==> config.mk <==
export PLATFORM = sky130hd
export DESIGN_NAME = lnrv_exu_csr_rmw
export DESIGN_NICKNAME = d
export VERILOG_FILES = /design/src/rtl/lnrv_exu_csr_rmw.sv
export SDC_FILE = /design/constraint.sdc
export NUM_CORES = 1
export LEC_CHECK = 0
export CORE_MARGIN = 4
export CORE_UTILIZATION = 41
export CTS_BUF_LIST = sky130_fd_sc_hd__clkbuf_4
export DETAILED_ROUTE_END_ITERATION = 7
export PLACE_DENSITY = 0.83
export SYNTH_ARGS = -nofsm -noshare
export SYNTH_HDL_FRONTEND = slang
export SYNTH_SLANG_ARGS = --single-unit
export TNS_END_PERCENT = 100
==> constraint.sdc <==
create_clock -name clk -period 2.23 [get_ports clk]
set_clock_uncertainty 0.1 [all_clocks]
set_input_delay 0.446 -clock clk [delete_from_list [all_inputs] [get_ports clk]]
set_output_delay 0.446 -clock clk [all_outputs]
set_load 0.005 [all_outputs]
Fig. 1: pin map
Pins as bars across the die edge, other pins in gray.
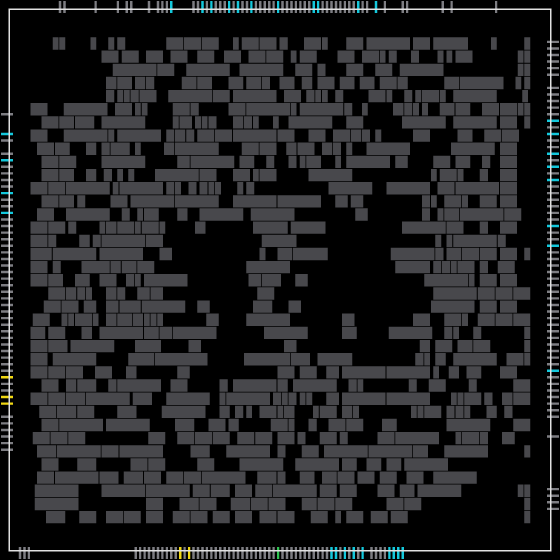
[cyan] gpr_wbck_wdata | pins: 32 | direction: output | edge: 11 top, 9 bottom, 8 right, 4 left
[yellow] gpr_wbck_idx | pins: 5 | direction: output | edge: 3 left, 2 bottom
[green] op_rc | pins: 1 | direction: input | edge: bottom
all pins by edge: 63 bottom, 62 right, 58 top, 48 left
IO buf count: 194
Die H: 112 um
Chip Width: 112 um

Fig. 2: routed metal, one color a layer
Two of the layers only.
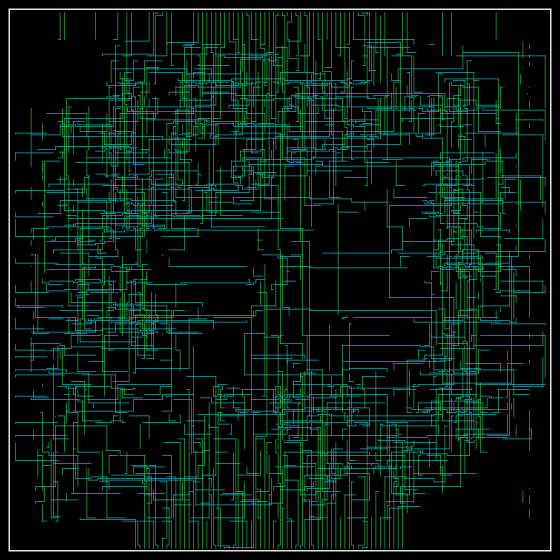
[cyan] met1 | wire length: 5380 um
[green] met2 | wire length: 6490 um
WL/cell: 17.3 um
final WL: 12700 um
vias: 3766
GRT Overall Usage: 19.5%

Fig. 3: sequential cells grouped by signal name
The bar under the picture is 20 um long. Other sequential cells in the stronger gray, the rest of the logic in the fainter gray.
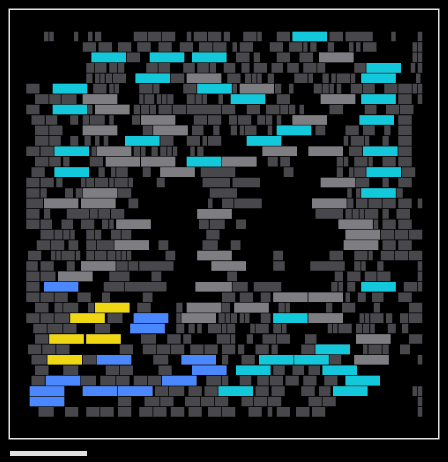
[blue] csr_rd_idx | flops: 12
[cyan] gpr_wbck_wdata | flops: 32 | where: widely spread
[yellow] gpr_wbck_idx | flops: 5 | where: bottom left
not colored: 41
Final Util: 62.3%
flop share of the area: 34.7%

Fig. 4: clock routing
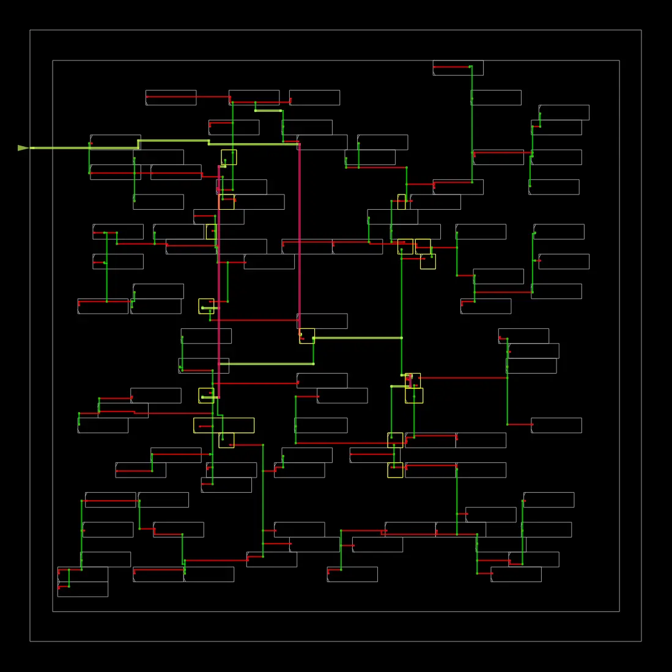
Flop Count: 90
CTS Sinks: 90
clock-net power: 0.000901 W
CLK BUF: 11

==> summary.txt <==
impl run done, here's what came out: Synth Instances 412, Power Density 1310 mW/mm2, Post-Syn Area per Cell 10.7 um2, post-place instance area 0.00633 mm2, DRC violations left 0, min Tclk post-route 2.22 ns, Hold Buf Count CTS 1, Crit-path slowest cell dfrtp_1, Synth warnings 0, Clock Latency Late Sink 0.40 ns, Cell Type Count 28, ANT nets after route 0, RSZ-0062 raised after global routing true, summed standard-cell area reported by yosys 0.00440 mm2, setup violators final 0, DRT iter0 DRCs 235, flops out of synthesis 90, Root Buffer clkbuf_4, most frequent cells in the layout clkdlybuf4s50_1 (157), dfrtp_1 (89), nand2_1 (65), via/cell ratio 5.11, final period utilization 99.4%, CTS tree yes, slew of the pin with the lowest slew margin 0.946 ns, layout cells sized above 1 13.8%, WS Path Type reg2out, Worst EP required 1.68 ns, Setup WS post-layout 0.0123 ns, max incr delay on CP 0.42 ns, first-pass GRT wire length 20000 um, half-perimeter wire length after placement 9130 um, grt total ovfl 0, number of flops mapped to enable cells by yosys 0, CTS max path bufs 2, initial antenna violation count 0, Worst-path clk slew 0.14 ns, Final Power 0.00847 W, status finished, final reports clean, number of global-route vias before repair 3783, Worst setup SP type flop, placed cell count 712, Rel. slew slack 36.8%, GP Congestion 0.795, max_cap viols 0, type of the tightest min-delay check in2async, post-CTS sizing 93, synthesis-to-layout area growth 47.3%, final setup TNS 0 ns, Commonest Layout Cell clkdlybuf4s50_1, DR pass1 iterations 5, Critical Path Fanout Max 8, ys async rst share 100%, CP arrival 1.67 ns, WHS 0.346 ns, Final Non-Filler Cells 737, ys cells 412, Final Slew Violations 0, Fmax 451 MHz, I/O pins 231, cts bufs inserted 9, largest net degree at the start of global routing 50, Leak Pwr 2.92 nW, CTS H-tree lvls 3, postcts setup bufs 4, maximum VDD drop 685 uV, Setup Slack @ Placement -0.0239 ns, Final Hold Vio Count 0, ANT cells 0, critical path capture point type primary output, Post-Syn Area 0.00440 mm2, die area 0.0125 mm2, Commonest flop dfrtp_1, count of tool warnings 34, core area 0.0104 mm2, Seq/Total Area, Yosys 51.1%, fp_density 42.3%, design area 0.00649 mm2, # nets final 701, r2r setup slk 0.11 ns, Row Count 37, FF-to-FF path depth 5, Cell Chain, Critical Path or2_4, clkbuf_16, a32o_1, buf_2
==> metal layers <==
metal	GRT usage, %	vias to the layer above	share of wire (%)	wire length, um
li1	-	1742	-	-
met1	24.8	1846	42	5380
met2	33.7	168	51	6490
met3	4.40	10	5.9	756
met4	5.03	0	0.83	106
met5	0	-	0	0
==> worst max-delay path, delay by kind of cell, from the launching register on <==
kind	cells	cell delay [ns]
AND/OR/NAND/NOR	1	0.33
buffers and inverters	2	0.32
flip-flops	1	0.42
AND-OR/OR-AND	1	0.20
==> final cells by class <==
type / count / area (um2)
multi-input cells: 273 / 1810
flip-flops and latches: 90 / 2250
fillers: 876 / 3930
clock inverters: 5 / 55.1
repair buffers: 216 / 2090
inverters: 6 / 22.5
clock buffers: 11 / 82.6
well taps: 136 / 170
==> synthesized netlist by cell type (2+ instances only) <==
library cell  count  area [um2]
dfrtp_1          90        2250
mux2_1           20         225
mux2i_1           6        60.1
a32o_1           31         310
o21ai_0          34         170
buf_4            46         345
nand2b_1         30         188
nand2_1          65         244
ha_1              4        50.1
buf_2            10        50.1
a22o_1           35         307
o2bb2ai_1         2        17.5
clkbuf_1         19        71.3
inv_1             5        18.8
and3b_1           2        17.5
==> power by group <==
| part | switching [W] | internal [W] |
|---|---|---|
| Combinational | 0.00185 | 0.00269 |
| Clock | 0.000536 | 0.000365 |
| Sequential | 0.000636 | 0.00240 |
| Total | 0.00302 | 0.00545 |
==> cells by family (layout without fill, tap and decap cells) <==
family / count (synthesis) / after routing / share of synthesized area, %
AND-OR/OR-AND: 105 / 105 / 18.8
AND/OR/NAND/NOR: 105 / 105 / 11.2
flip-flops: 90 / 90 / 51.1
multiplexers: 26 / 26 / 6.48
other: 1 / 33 / 0.0851
adder cells (fa/ha/maj): 4 / 4 / 1.14
buffers and inverters: 81 / 238 / 11.1
No activity file was given, so power comes from the tool's default toggle rates.
